==> config.mk <==
export PLATFORM = sky130hd
export DESIGN_NAME = mem_wb_stage
export DESIGN_NICKNAME = d
export VERILOG_FILES = /design/src/rtl/mips_pkg.sv /design/src/rtl/load_ext.sv /design/src/rtl/mem_wb_stage.sv
export SDC_FILE = /design/constraint.sdc
export NUM_CORES = 1
export LEC_CHECK = 0
export CORE_MARGIN = 5
export CORE_UTILIZATION = 32
export CTS_BUF_LIST = sky130_fd_sc_hd__clkbuf_4
export CTS_CLUSTER_DIAMETER = 60
export DETAILED_ROUTE_END_ITERATION = 16
export GPL_TIMING_DRIVEN = 0
export PLACE_DENSITY = 0.57
export SYNTH_ARGS = -nofsm -noshare
export SYNTH_HDL_FRONTEND = slang
export SYNTH_SLANG_ARGS = --single-unit
==> constraint.sdc <==
create_clock -name clk -period 3.2 [get_ports clk]
set_clock_uncertainty 0.2 [all_clocks]
set_input_delay 0.64 -clock clk [delete_from_list [all_inputs] [get_ports clk]]
set_output_delay 0.64 -clock clk [all_outputs]
set_load 0.05 [all_outputs]
Fig. 1: run 1, gate-type map
The bar under the picture is 50 microns long.
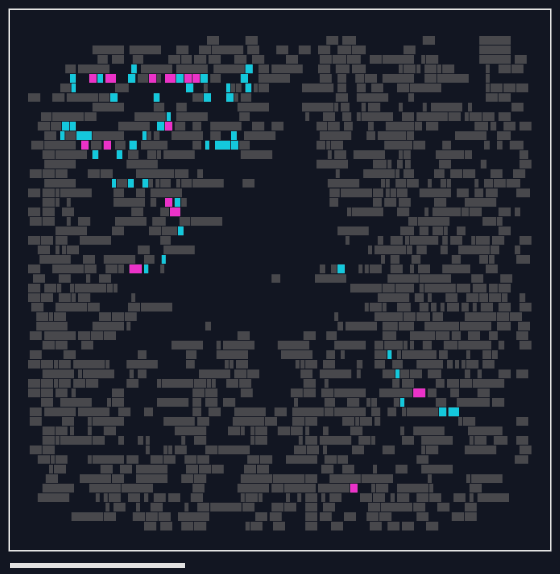
| color | family | cells |
|---|---|---|
| magenta | AND and OR gates | 14 |
| cyan | NAND gates | 43 |
Comb/total area: 0.2991
most instantiated logic cell after routing: clkdlybuf4s50_1
Non-Filler Instances: 1145

Fig. 2: run 1, M3 wires
The bar under the picture is 50 microns long.
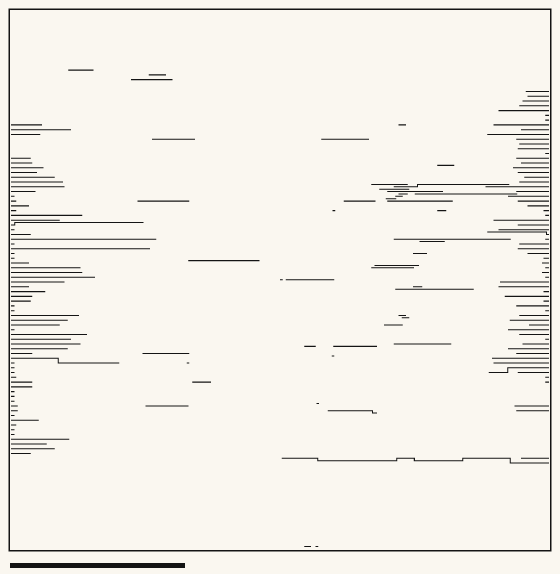
share of all routed wire: 7.7%
longest straight run: 41.2 microns
main direction: horizontal
nets with wire on the layer: 160
wire length on this layer: 1630 microns
vias: 5467
DRT Wirelength: 21250 microns
met3 global-route usage: 0.05616

Fig. 3: run 1, cell area per tile
The die is cut into 15 by 15 equal tiles; black is low, pale yellow is high, 0 to 100% covered.
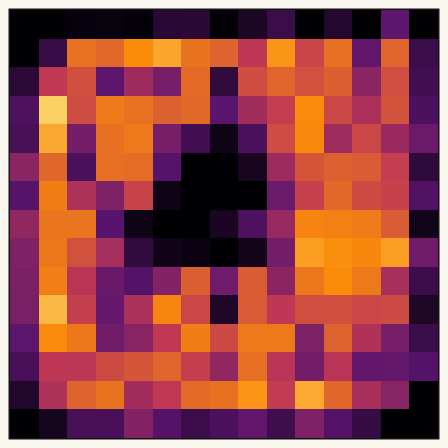
tiles over 75% full: 4.4%
emptiest ninth of the die: center
densest ninth of the die: east
nearly empty tiles: 9.3%
mean over tiles: 40%
fullest tile: 90%
Util after Layout: 0.4874
core area: 20360 sq um
initial core utilization: 0.3267

Fig. 4: run 1, I/O nets highlighted
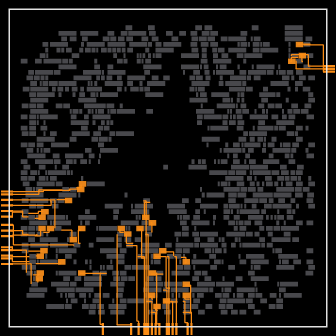
| color | port | bits | direction | end cells | buffers | wire |
|---|---|---|---|---|---|---|
| orange | `PC4_M` | 32 | input | 32 | 32 | 995 microns |
I/O pins: 250
port buffer count: 249

==> metrics.csv <==
stage,metric,value,unit
outcome,status,completed,
timing,fmax,0.3128,GHz
die,Die Width,154.2,microns
synth,aoi share,0.06413,
worst_setup_path,Crit path max-delay family,multiplexers,
synth,top-count cell post-synth,dfrtp_1,
die,Site Rows,52,
synth,Main logic family,multiplexers,
worst_setup_path,"reg-to-reg slack, setup",1280,ps
final_layout,P&R area growth vs syn,49.20,%
clock_tree,cts bufs inserted,17,
power,Clk pwr share,0.255,
worst_setup_path,CP Capture Type,output pin,
clock_tree,Latency at later pin,530,ps
synth,synth cell count leaders,"dfrtp_1 (140), nor2_1 (115), mux2i_1 (108), xnor2_1 (29), buf_2 (18)",
routing,DRC viols,0,
synth,share of flip-flops with an asynchronous set or reset,1.000,
routing,Antenna Nets Post-Route,0,
worst_setup_path,critical path peak fanout,6,
worst_setup_path,Worst Path Arrival,2360,ps
timing,PnR worst setup slack,2.782,ps
clock_tree,Clock Sinks,140,
final_layout,Gate Area,2969,sq um
clock_tree,"Reg clk slew, reported paths",140,ps
synth,"Seq share, synth",0.5266,
power,Switching Fraction,0.3647,
synth,ys flop type,dfrtp_1,
clock_tree,CTS tree,built,
placed_design,placed cells,1099,
synth,mux share,0.1947,
hold_path,worst min path class,flop to flop,
power,total power,4378,uW
global_route,initial antenna violation count,1,
routing,First-pass DRT Iterations,4,
synth,"Simple Share, Synth",0.1335,
job,Log Warnings,29,
synth,Yosys cell types,45,
worst_setup_path,Crit Path Category,flop to output pin,
final_layout,design area,9926,sq um
global_route,Overflow after GRT,0,
synth,syn_nets,692,
power,share of power burned in registers,0.451,
worst_setup_path,WP data required,2360,ps
synth,Post-Syn Area,6653,sq um
power,P_sw,1597,uW
timing,final setup vio count,0,
worst_setup_path,CP max stage cell,mux4_2,
power,Int Power,2781,uW
synth,Synthesized registers,140,
routing,Via-to-Cell Ratio,4.775,
job,max cap viols,0,
clock_tree,CTS Root Cell,clkbuf_4,
die,Die ar.,23770,sq um
timing,Relative slew margins,0.5808,
timing,worst slew pin tran,628.8,ps
synth,Synth Area in Adders,0.001881,
placed_design,routability cong.,0.8318,
final_layout,register area,3506,sq um
power,VDD IR max,0.0002423,V
global_route,GRT Util Overall,0.1784,
timing,setup TNS,0,ps
placed_design,Post-DP HPWL,15670,microns
worst_setup_path,"slowest stage delay, CP",550,ps
global_route,largest net degree at the start of global routing,83,
final_layout,share of layout cells above drive strength 1,0.1499,
power,combinational power share,0.295,
synth,flip-flops with a built-in enable,0,
worst_setup_path,WP buf/inv,2,
synth,leading area contributor after synthesis,dfrtp_1,
timing,period utilisation layout,0.9991,
power,Power Density,441.1,nW/um^2
worst_setup_path,critical path cell sequence,"mux4_2, a22oi_2, nor2_4, buf_12, a21o_1, buf_2",
synth,yosys cell count,579,
final_layout,FILL cells,1921,
routing,post-DR wirelength/cell,18.56,microns
synth,syn_area_per_cell,11.49,sq um
timing,setup repair after global routing missed its margin,yes,
final_layout,Final nets,974,
synth,Syn. warnings,0,
==> run 1: routing by layer <==
metal	vias to the layer above	wire, microns	share of wire	GRT usage
met5	-	0	0	0
met4	0	236	0.011	0.04878
met3	14	1632	0.077	0.05616
met2	213	10280	0.48	0.2860
li1	2573	-	-	-
met1	2667	9105	0.43	0.2346
==> run 1: power by group through the flow <==
stage          Combinational (uW)  Clock, uW  Sequential, uW
3_5_place_dp                 1270          0            2000
2_1_floorplan                 469          0            2260
6_report                     1290       1120            1970
5_1_grt                      1360       1240            1990
4_1_cts                      1290       1170            1970
3_3_place_gp                 1260          0            2000
==> run 1: layout make-up <==
cell class              count  share of cell area
plain buffers              37             0.02118
flip-flops and latches    140              0.3532
multi-input cells         390              0.2991
diodes                      1           0.0002521
repair buffers            263              0.2608
inverters                  12            0.004538
clock buffers              17             0.01286
clock inverters            15             0.01399
well taps                 270             0.03404
==> run 1: repair_timing <==
action	in CTS	in global routing
setup endpoints to repair	34	33
pin swaps	5	7
cloned	1	0
endpoints found under the hold margin	58	0
resized	205	25
setup buffers	10	1
hold buffers	1	0
==> run 1: cells in the final DEF, fill, tap and decap left out, types with 3 or more instances in the layout <==
master and count:
nand2_1 12, xnor2_1 29, clkbuf_4 17, a221o_1 9, inv_1 11, nand4_1 13, nor2b_1 8, buf_6 25
buf_2 28, mux2i_1 108, a21oi_1 9, dfrtp_1 138, a21o_1 16, clkdlybuf4s50_1 214, inv_6 4, nor3_1 3
xor2_1 3, nand3_1 13, buf_4 16, nor2_4 3, nor2_1 115, clkbuf_1 12, o22a_1 7, clkinv_4 3
and4_1 3, clkinvlp_4 3, and3_1 6, mux4_2 8
Power and IR drop assume default switching activity.
